### config.mk
export PLATFORM = sky130hd
export DESIGN_NAME = mem_port_arbiter
export DESIGN_NICKNAME = d
export VERILOG_FILES = /design/src/rtl/mem_port_arbiter_pkg.sv /design/src/rtl/mem_port_arbiter_timer.sv /design/src/rtl/mem_port_arbiter.sv
export SDC_FILE = /design/constraint.sdc
export NUM_CORES = 1
export LEC_CHECK = 0
export CAP_MARGIN = 25
export CORE_AREA = 5 5 105 107
export DETAILED_ROUTE_END_ITERATION = 8
export DIE_AREA = 0 0 110 112
export DONT_BUFFER_PORTS = 1
export GPL_ROUTABILITY_DRIVEN = 0
export GPL_TIMING_DRIVEN = 0
export MAX_ROUTING_LAYER = met4
export PLACE_DENSITY_LB_ADDON = 0.15
export SYNTH_ARGS = -nofsm -noshare
export SYNTH_HDL_FRONTEND = slang
export SYNTH_HIERARCHICAL = 1
export SYNTH_SLANG_ARGS = --single-unit
### constraint.sdc
create_clock -name clk -period 3.06 [get_ports clk]
set_input_delay 0.459 -clock clk [delete_from_list [all_inputs] [get_ports clk]]
set_output_delay 0.459 -clock clk [all_outputs]
set_load 0.05 [all_outputs]
### src/rtl/mem_port_arbiter_pkg.sv
// Shared definitions for the two-port memory arbiter: FSM states, port
// identifiers, memory access size codes and the default bus timeout.
package mem_port_arbiter_pkg;

    // Arbiter FSM states
    typedef enum logic {
        ST_IDLE = 1'b0,
        ST_BUS  = 1'b1
    } arb_state_t;

    // Requesting port identifiers; also the encoding of last_grant
    typedef enum logic {
        PORT_D  = 1'b0,
        PORT_IF = 1'b1
    } port_t;

    // Memory access size codes carried on m_size / d_size
    localparam logic [1:0] SIZE_BYTE = 2'd0;
    localparam logic [1:0] SIZE_HALF = 2'd1;
    localparam logic [1:0] SIZE_WORD = 2'd2;

    // Bus cycles without m_ack before a transaction is aborted
    localparam int unsigned DEFAULT_TIMEOUT = 255;

endpackage

### src/rtl/mem_port_arbiter_timer.sv
// Bus watchdog: counts cycles spent in the BUS state and flags the cycle in
// which the count reaches the timeout limit.
module mem_arb_timer
    import mem_port_arbiter_pkg::*;
#(
    parameter int unsigned TIMEOUT = DEFAULT_TIMEOUT
) (
    input  logic clk,
    input  logic rst,
    input  logic clr,
    input  logic en,
    output logic expired
);

    // cnt holds (bus cycle number - 1), so the Nth bus cycle compares against N-1
    localparam logic [7:0] LIMIT = 8'(TIMEOUT - 1);

    logic [7:0] cnt;

    // Cycle counter: cleared while idle, advances once per bus cycle, saturates
    always_ff @(posedge clk or negedge rst) begin
        if (!rst) begin
            cnt <= '0;
        end else if (clr) begin
            cnt <= '0;
        end else if (en && (cnt != 8'hFF)) begin
            cnt <= cnt + 8'd1;
        end
    end

    assign expired = en && (cnt == LIMIT);

endmodule

### src/rtl/mem_port_arbiter.sv
// Two-port memory arbiter: instruction fetch (IF) and data (D) ports share a
// single memory bus. Round-robin on ties, one transaction in flight, with a
// bus watchdog that aborts a transaction that never sees m_ack.
module mem_port_arbiter
    import mem_port_arbiter_pkg::*;
#(
    parameter int unsigned TIMEOUT = DEFAULT_TIMEOUT,
    parameter logic        RR_INIT = 1'b0
) (
    input  logic        clk,
    input  logic        rst,

    input  logic        if_req,
    input  logic [31:0] if_addr,
    output logic        if_gnt,
    output logic        if_rvalid,
    output logic [31:0] if_rdata,

    input  logic        d_req,
    input  logic        d_we,
    input  logic [31:0] d_addr,
    input  logic [31:0] d_wdata,
    input  logic [1:0]  d_size,
    input  logic        d_sext,
    output logic        d_gnt,
    output logic        d_rvalid,
    output logic [31:0] d_rdata,

    output logic        m_req,
    output logic        m_we,
    output logic [31:0] m_addr,
    output logic [31:0] m_wdata,
    output logic [1:0]  m_size,
    output logic        m_sext,
    input  logic        m_ack,
    input  logic [31:0] m_rdata,

    output logic        busy,
    output logic        err
);

    arb_state_t  state;
    port_t       owner;
    port_t       last_grant;
    logic        win_if;
    logic        timer_clr;
    logic        timer_en;
    logic        expired;
    logic [31:0] done_data;

    // IF wins when alone, or on a tie when data was granted last
    assign win_if    = if_req && (!d_req || (last_grant == PORT_D));

    assign timer_clr = (state == ST_IDLE);
    assign timer_en  = (state == ST_BUS);

    // An ack in the expiry cycle takes precedence: normal completion
    assign done_data = m_ack ? m_rdata : '0;

    mem_arb_timer #(
        .TIMEOUT (TIMEOUT)
    ) u_timer (
        .clk     (clk),
        .rst     (rst),
        .clr     (timer_clr),
        .en      (timer_en),
        .expired (expired)
    );

    // Arbitration FSM with all outputs registered; pulses default low each cycle
    always_ff @(posedge clk or negedge rst) begin
        if (!rst) begin
            state      <= ST_IDLE;
            owner      <= PORT_D;
            last_grant <= port_t'(RR_INIT);
            if_gnt     <= 1'b0;
            if_rvalid  <= 1'b0;
            if_rdata   <= '0;
            d_gnt      <= 1'b0;
            d_rvalid   <= 1'b0;
            d_rdata    <= '0;
            m_req      <= 1'b0;
            m_we       <= 1'b0;
            m_addr     <= '0;
            m_wdata    <= '0;
            m_size     <= '0;
            m_sext     <= 1'b0;
            busy       <= 1'b0;
            err        <= 1'b0;
        end else begin
            if_gnt    <= 1'b0;
            d_gnt     <= 1'b0;
            if_rvalid <= 1'b0;
            d_rvalid  <= 1'b0;
            if_rdata  <= '0;
            d_rdata   <= '0;
            err       <= 1'b0;

            case (state)
                ST_IDLE: begin
                    // m_ack is ignored here; only pending requests matter
                    if (if_req || d_req) begin
                        state <= ST_BUS;
                        busy  <= 1'b1;
                        m_req <= 1'b1;
                        if (win_if) begin
                            owner      <= PORT_IF;
                            last_grant <= PORT_IF;
                            if_gnt     <= 1'b1;
                            m_we       <= 1'b0;
                            m_addr     <= if_addr;
                            m_wdata    <= '0;
                            m_size     <= SIZE_WORD;
                            m_sext     <= 1'b0;
                        end else begin
                            owner      <= PORT_D;
                            last_grant <= PORT_D;
                            d_gnt      <= 1'b1;
                            m_we       <= d_we;
                            m_addr     <= d_addr;
                            m_wdata    <= d_wdata;
                            m_size     <= d_size;
                            m_sext     <= d_sext;
                        end
                    end
                end

                ST_BUS: begin
                    // Requests are not re-sampled here: a dropped req still completes
                    if (m_ack || expired) begin
                        state <= ST_IDLE;
                        busy  <= 1'b0;
                        m_req <= 1'b0;
                        err   <= !m_ack;
                        if (owner == PORT_IF) begin
                            if_rvalid <= 1'b1;
                            if_rdata  <= done_data;
                        end else begin
                            d_rvalid  <= 1'b1;
                            d_rdata   <= done_data;
                        end
                    end
                end

                default: begin
                    state <= ST_IDLE;
                    busy  <= 1'b0;
                    m_req <= 1'b0;
                end
            endcase
        end
    end

endmodule

### Wiring heat map

The die is cut into 22 by 22 equal tiles; black is low, pale yellow is high, scaled to the fullest tile. Values are wire area over tile area, all layers added.
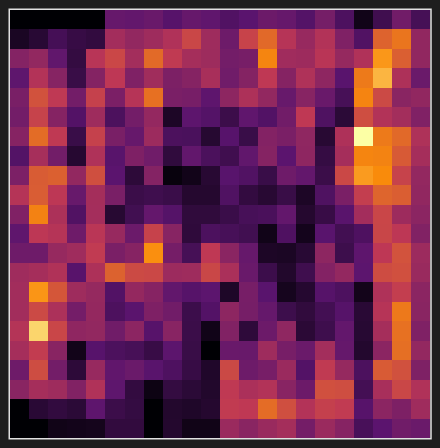
17% of the tiles are over half the peak. 2.3% of the tiles are nearly empty. The fullest tile reaches 0.58. The mean over all tiles is 0.19.
Routed wire per std cell: 23.3 um
Vias: 3545
GRT Resource Usage Total: 23.9%
final WL: 14.1 mm

==> flow_summary.json <==
{
  "hold_viol": 148,
  "syn_inst": 438,
  "violations": "negative hold slack",
  "critPathMaxFanout": 3,
  "core.rowCount": 37,
  "slowest_stage": "dfrtp_1",
  "path_delay_family": "flip-flops",
  "layout-drive-gt1-share_pct": 11.1,
  "start_kind": "register",
  "hold-worst-slack_ps": -367,
  "setup_slack_ps": 1140,
  "coreArea_um2": 10000,
  "antenna_cells": 0,
  "final_cell_mix": "148 x dfrtp_1, 73 x nor2_1, 40 x nand2_1",
  "yosysSeqAreaShare_pct": 67.6,
  "status": "finished, violations left",
  "synthTopCellsByArea": "dfrtp_1 68%, a221o_1 5.8%, a22o_1 5.6%",
  "synthesis.nets": 577,
  "top_area_cell": "dfrtp_1",
  "rsz0062_at_grt": "no"
}
### Metal layers overlaid

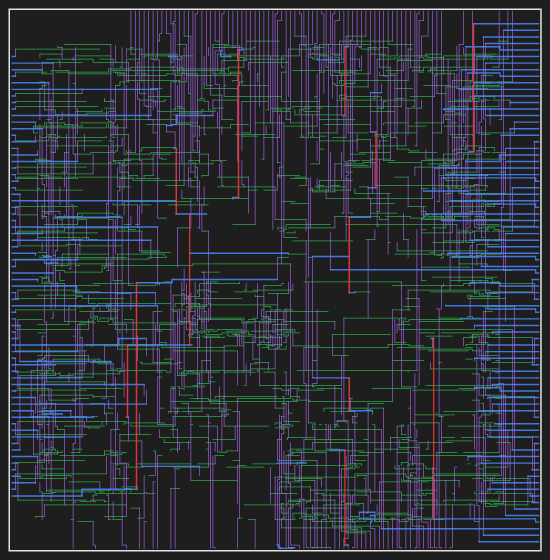
M1: shown in green, wire length 5180 um. M4: shown in red, wire length 261 um. M2: shown in purple, wire length 6970 um. M3: shown in blue, wire length 1680 um.

state kept, by name, summed over array words and instances, names as in the netlist, 2 cells and up:
register and flops:
if_rdata 32, m_size 2, m_addr 32, d_rdata 32
m_wdata 32, u_timer/cnt 8
cells by family after synthesis:
| kind of cell | count (synthesis) | synth area share (%) |
|---|---|---|
| AND-OR/OR-AND | 80 | 13.3 |
| AND/OR/NAND/NOR | 166 | 13.9 |
| buffers and inverters | 38 | 3.88 |
| flip-flops | 148 | 67.6 |
| multiplexers | 4 | 0.822 |
| adder cells (fa/ha/maj) | 2 | 0.457 |
power breakdown:
part           switching, W  internal, W
Sequential          0.00185      0.00236
Clock              0.000817      0.00111
Combinational      0.000486     0.000437
metal layers:
| metal | track usage, % | share of wire, % |
|---|---|---|
| met1 | 27.3 | 37 |
| met3 | 9.97 | 12 |
| met2 | 37.3 | 49 |
| met5 | - | 0 |
| met4 | 8.98 | 1.9 |
worst paths after layout:
kind / from / endpoint / slack, ps / cells after the start
min in group clk: d_wdata[24] / m_wdata[24] / 70 / 1
worst min register to register: last_grant / last_grant / 570 / 1
worst min-delay path: rst / d_rdata[4] / -370 / 0
worst max register to register: state / m_wdata[26] / 1320 / 4
max in group asynchronous: rst / m_wdata[5] / 3280 / 0
worst max-delay path: busy / m_req / 1140 / 1
repair_timing:
item                      4_1_cts  5_1_grt
resized                         0        0
hold endpoints to repair      148      148
setup buffers                   0        0
cell type report:
cell class / count / area, um^2
fill: 799 / 3840
sequential: 148 / 3700
multi-input combinational: 252 / 1560
tap: 136 / 170
inverter: 6 / 22.5
buffer: 32 / 190
clock buffer: 19 / 432
clock inverter: 13 / 124
cells in the mapped netlist (2+ instances only):
cell	instances
a22o_1	35
a21oi_1	4
and3_1	4
nand2_1	40
buf_2	8
a221o_1	32
and2_1	32
nor3_1	3
buf_6	6
a211oi_1	4
nand2b_1	2
ha_1	2
clkbuf_1	13
dfrtp_1	148
inv_1	5
mux2_1	4
nor2b_1	5
nand3_1	3
nor2_1	73
buf_4	4
metrics by stage:
stage	util (%)	cells
final	61.8	606
after global routing	61.8	606
after CTS	61.8	606
after detailed placement	56.2	574
after global placement	56.2	574
after floorplan	-	438
No activity file was given, so power comes from the tool's default toggle rates.
